`config.mk`:
```
export PLATFORM = sky130hd
export DESIGN_NAME = mem_access_unit
export DESIGN_NICKNAME = d
export VERILOG_FILES = /design/src/rtl/mem_access_pkg.sv /design/src/rtl/mem_load_align.sv /design/src/rtl/mem_access_unit.sv
export SDC_FILE = /design/constraint.sdc
export NUM_CORES = 1
export LEC_CHECK = 0
export CAP_MARGIN = 40
export CELL_PAD_IN_SITES_DETAIL_PLACEMENT = 0
export CELL_PAD_IN_SITES_GLOBAL_PLACEMENT = 1
export CORE_MARGIN = 10
export CORE_UTILIZATION = 33
export DETAILED_ROUTE_END_ITERATION = 10
export GPL_ROUTABILITY_DRIVEN = 0
export PLACE_DENSITY = 0.77
export SYNTH_ARGS = -nofsm -noshare
export SYNTH_HDL_FRONTEND = slang
export SYNTH_SLANG_ARGS = --single-unit
export TNS_END_PERCENT = 100
```
`constraint.sdc`:
```
create_clock -name clk -period 2.5 [get_ports clk]
set_input_delay 0.5 -clock clk [delete_from_list [all_inputs] [get_ports clk]]
set_output_delay 0.5 -clock clk [all_outputs]
set_load 0.01 [all_outputs]
```
`src/rtl/mem_access_pkg.sv`:
```
// mem_access_pkg: size encodings, FSM states and byte-lane mask helper
// shared by the memory access unit and its load aligner.
package mem_access_pkg;

   localparam logic [1:0] SIZE_B = 2'd0;
   localparam logic [1:0] SIZE_H = 2'd1;
   localparam logic [1:0] SIZE_W = 2'd2;

   typedef enum logic [1:0] {
      ST_IDLE,
      ST_READ,
      ST_WRITE,
      ST_RESP
   } state_t;

   function automatic logic [31:0] lane_mask(input logic [1:0] size, input logic [1:0] lane);
      return (size == SIZE_B ? 32'h0000_00FF : size == SIZE_H ? 32'h0000_FFFF : 32'hFFFF_FFFF)
             << {lane, 3'b000};
   endfunction

endpackage

```
`src/rtl/mem_load_align.sv`:
```
// mem_load_align: extracts a byte/half/word lane from a RAM word and
// sign- or zero-extends it to 32 bits.
module mem_load_align
   import mem_access_pkg::*;
(
   input  logic [31:0] i_word,
   input  logic [1:0]  i_lane,
   input  logic [1:0]  i_size,
   input  logic        i_unsigned,
   output logic [31:0] o_data
);

   logic [7:0]  w_byte;
   logic [15:0] w_half;

   assign w_byte = 8'(i_word >> {i_lane, 3'b000});
   assign w_half = 16'(i_word >> {i_lane, 3'b000});
   assign o_data = i_size == SIZE_B ? {{24{w_byte[7] & ~i_unsigned}}, w_byte} :
                   i_size == SIZE_H ? {{16{w_half[15] & ~i_unsigned}}, w_half} : i_word;

endmodule

```
`src/rtl/mem_access_unit.sv`:
```
// mem_access_unit: one-at-a-time load/store initiator for a combinational
// word-addressed RAM; sub-word stores are done as read-modify-write.
module mem_access_unit
   import mem_access_pkg::*;
#(
   parameter int Height = 256,
   parameter int Length = 32
) (
   input  logic                      clk,
   input  logic                      rst_n,
   input  logic                      reqValid,
   output logic                      reqReady,
   input  logic                      reqWrite,
   input  logic [1:0]                reqSize,
   input  logic                      reqUnsigned,
   input  logic [31:0]               reqAddr,
   input  logic [Length-1:0]         reqWData,
   output logic                      respValid,
   input  logic                      respReady,
   output logic [Length-1:0]         respData,
   output logic                      respError,
   output logic [$clog2(Height)-1:0] ramAddress,
   output logic [Length-1:0]         ramWData,
   output logic                      ramWriteEnable,
   input  logic [Length-1:0]         ramRData
);

   localparam int AW = $clog2(Height);

   state_t            r_state;
   state_t            w_next;
   logic              r_write;
   logic              r_uns;
   logic              r_err;
   logic [1:0]        r_size;
   logic [1:0]        r_lane;
   logic [AW-1:0]     r_index;
   logic [31:0]       r_wdata;
   logic [31:0]       r_resp_data;
   logic              w_accept;
   logic              w_err;
   logic [31:0]       w_load;
   logic [31:0]       w_mask;
   logic [31:0]       w_merged;

   assign w_err = (&reqSize) || (reqSize == SIZE_H && reqAddr[0]) ||
                  (reqSize == SIZE_W && |reqAddr[1:0]) || (|reqAddr[31:AW+2]);
   assign w_accept = reqValid && reqReady;
   assign w_mask = lane_mask(r_size, r_lane);
   assign w_merged = (ramRData & ~w_mask) | ((r_wdata << {r_lane, 3'b000}) & w_mask);

   mem_load_align u_align (
      .i_word     (ramRData),
      .i_lane     (r_lane),
      .i_size     (r_size),
      .i_unsigned (r_uns),
      .o_data     (w_load)
   );

   // r_wdata doubles as the write word: raw data for SW, merged word after READ
   always_ff @(posedge clk or negedge rst_n) begin
      if (!rst_n) begin
         r_state     <= ST_IDLE;
         r_write     <= 1'b0;
         r_uns       <= 1'b0;
         r_err       <= 1'b0;
         r_size      <= SIZE_B;
         r_lane      <= 2'd0;
         r_index     <= '0;
         r_wdata     <= '0;
         r_resp_data <= '0;
      end else begin
         r_state <= w_next;
         if (w_accept) begin
            r_write     <= reqWrite;
            r_uns       <= reqUnsigned;
            r_err       <= w_err;
            r_size      <= reqSize;
            r_lane      <= reqAddr[1:0];
            r_index     <= reqAddr[AW+1:2];
            r_wdata     <= reqWData;
            r_resp_data <= '0;
         end
         if (r_state == ST_READ && r_write) r_wdata <= w_merged;
         if (r_state == ST_READ && !r_write) r_resp_data <= w_load;
      end
   end

   always_comb begin
      w_next = r_state;
      unique case (r_state)
         ST_IDLE:  if (reqValid) w_next = w_err ? ST_RESP : (reqWrite && reqSize == SIZE_W) ? ST_WRITE : ST_READ;
         ST_READ:  w_next = r_write ? ST_WRITE : ST_RESP;
         ST_WRITE: w_next = ST_RESP;
         ST_RESP:  if (respReady) w_next = ST_IDLE;
         default:  w_next = ST_IDLE;
      endcase
   end

   assign reqReady       = r_state == ST_IDLE;
   assign respValid      = r_state == ST_RESP;
   assign respData       = respValid ? r_resp_data : '0;
   assign respError      = respValid && r_err;
   assign ramAddress     = r_state == ST_IDLE ? '0 : r_index;
   assign ramWriteEnable = r_state == ST_WRITE;
   assign ramWData       = ramWriteEnable ? r_wdata : '0;

endmodule

```
==> results_slide.txt <==
Run Summary

Run status
  – Status: completed

Final timing
  – Final Hold Vio Count: 0
  – Slew Limit Fails: 0
  – Setup violators final: 0
  – Fmax: a little over 0.4 GHz
  – RSZ-0062 raised after global routing: no
  – Final worst clock skew: about 0.0058 ns
  – Slew margin rel.: between 50 and 60%
  – Measured slew at the worst slew-check pin: around 0.72 ns
  – Setup tns final: 0 ns

Layout
  – Final nets: ~850
  – Non-clk invs: 10
  – Max-area cell class: combinational gates
  – P&R area growth vs syn: 48.4%
  – Logic area: roughly 2800 um^2
  – Filler instances: around 1.4k
  – Layout cells sized above 1: about a tenth
  – Multi-input combinational area share: 36.9%
  – NonClk Buf Share: ~28%
  – Most instantiated logic cells after routing: clkdlybuf4s50_1, dfrtp_1, and2_1
  – Register cell area after layout: ~2000 um^2
  – Combinational Gates: 426
  – Clkbuf count: 11
  – Seq area share: a little over a quarter

Power and ir drop
  – Sequential power share: between 20 and 30%
  – NetSw: around 3.8 mW
  – Comb pwr share: 56.9%
  – PD cells: between 1000 and 1500 nW/um^2
  – Leak: roughly 3.4 nW
  – Worst VDD drop: roughly 470 uV
  – Net Sw Frac: between 40% and 50%
  – Total power: slightly above 9 mW

Synthesis
  – Cell taking the most area after synthesis: dfrtp_1
  – Most used DFF post-synth: dfrtp_1
  – Gate count after technology mapping: between 500 and 600
  – Cell Type Count: 39
  – Syn nets: around 670
  – Async SR Flop Fraction: 100%
  – Top-count cell post-synth: dfrtp_1
  – YS warnings: 0
  – Seq/Total Area, Yosys: about 40%
  – Ys cells: approximately 560

Clock network
  – Clk ins delay skew pair: 0.34 ns
  – CTS buffer count: 9
  – Total setup buffers inserted after CTS: 0
  – Clock Sinks: 81
  – Reg clk slew, reported paths: approximately 0.06 ns
  – CTS Hold Bufs: 1
  – Resized cells post-CTS: 0
  – CTS H-tree depth: 3
  – Max clock buf depth: 2

Placement
  – Detailed placement HPWL: between 15000 and 20000 um
  – Pre-CTS WS: about 0.12 ns
  – PortBufs: about 180

Min path
  – Hold Crit Endpoint: r_resp_data[3]$_DFFE_PN0P_
  – HP Start: r_resp_data[3]$_DFFE_PN0P_

Floorplan
  – Tap cells: around 190
  – # IOs: between 150 and 200
  – Core Util at FP: about a third
  – Total die size: approximately 21000 um^2
  – Vert. Die Dim: 144 um
  – Die Wd: 144 um
  – Row cnt: about 45
  – Core box area: 15100 um^2

Global route
  – Most used routing layer: met2
  – Initial antenna violation count: 0
  – GRT Residual Overflow: 0
  – Met1 usage in global routing: between 20% and 30%
  – Largest net degree at the start of global routing: 39
  – Number of global-route vias before repair: 5253

Worst setup path
  – Endpoint class of the critical path: primary output
  – Worst-case reg-to-reg path depth: 5
  – Setup CP Type: flop to primary output
  – Worst r2r src: r_lane[1]$_DFFE_PN0P_
  – Worst path max stage delay: 0.54 ns
  – CP Buf/Inv Count: 3
  – Critical Path Stages: 5
  – Family with the most delay on the worst path: buffers and inverters
  – Arr. time, crit path: 1.91 ns
  – Slowest CP cell: clkdlybuf4s50_1
  – WP data required: about 2 ns
  – Critical Path End: ramWData[12]
  – Crit Path Max Fanout: 34

Routing
  – DRT antenna net count: 0
  – First drt pass iteration count: 6
  – DRC viols: 0
  – Initial DRC Count: 380
  – DR top layer: met4

Flow run
  – Tool Warnings: 29
## cells by family after synthesis
family	after synthesis	share of synthesized area, %
and+or+nand+nor	209	20.6
AOI/OAI and AO/OA	166	22.9
DFF	81	40.2
buffers and inverters	57	5.13
muxes	47	10.2
adders and majority gates	4	0.992
## metrics by stage
| step | instance area, um^2 | hold WS [ns] | cells | util (%) |
|---|---|---|---|---|
| 2_1_floorplan | 5040 | 0.204 | 564 | - |
| 6_report | 7490 | 0.482 | 930 | 49.6 |
| 4_1_cts | 7430 | 0.486 | 930 | 49.2 |
| 3_5_place_dp | 7090 | 0.360 | 913 | 47.0 |
| 3_3_place_gp | 7090 | 0.359 | 912 | 47.0 |
| 5_1_grt | 7490 | 0.517 | 930 | 49.6 |
### Gate-type map

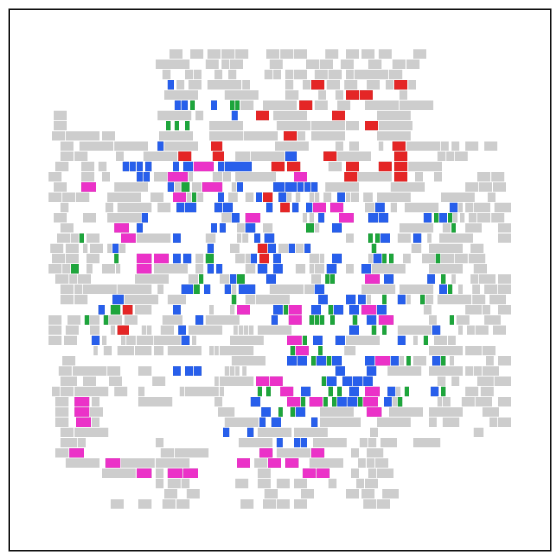
- magenta: multiplexers (cells 47)
- blue: inverting AOI/OAI gates (cells 138; where centre)
- green: NAND gates (cells 67)
- red: AND-OR and OR-AND gates (cells 28)
fin cells: 930
Commonest Layout Cell: clkdlybuf4s50_1

### Signal wires on met4

Scale bar: 50 um.
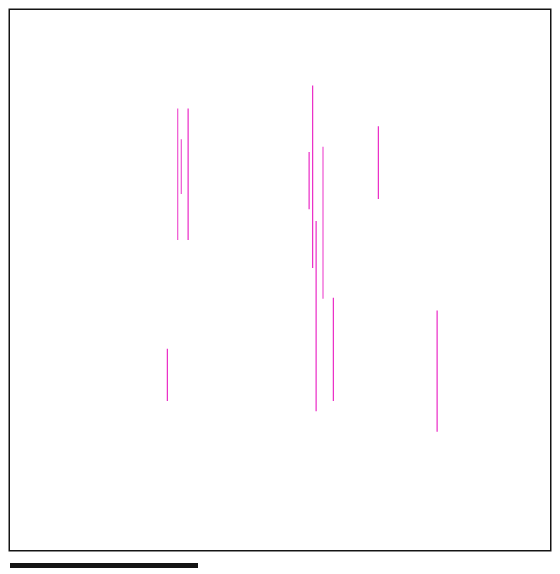
- share of all routed wire: 1.7%
- longest straight run: 50.3 um
- nets with wire on the layer: 8
- wire length on this layer: 329 um
- main direction: vertical
vias: 4934
final wirelength: 19200 um

### Routing congestion map

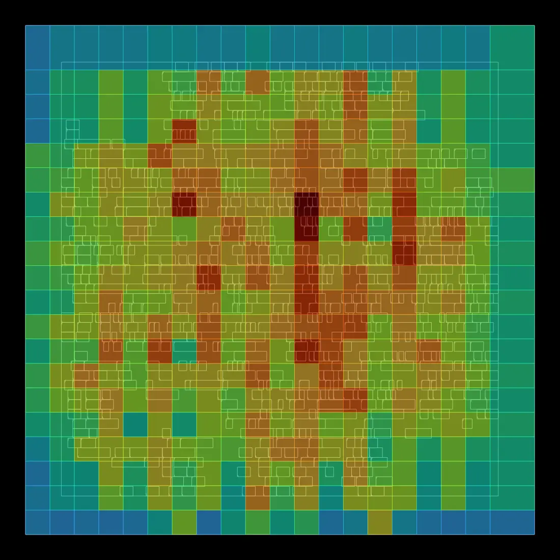
Util after Layout: 49.6%
GR Layer Usage met2: 28.9%
overall routing resource usage: 18.5%
WL per Instance: 20.6 um
met3 Track Usage GR: 6.80%

No activity file was given, so power comes from the tool's default toggle rates.
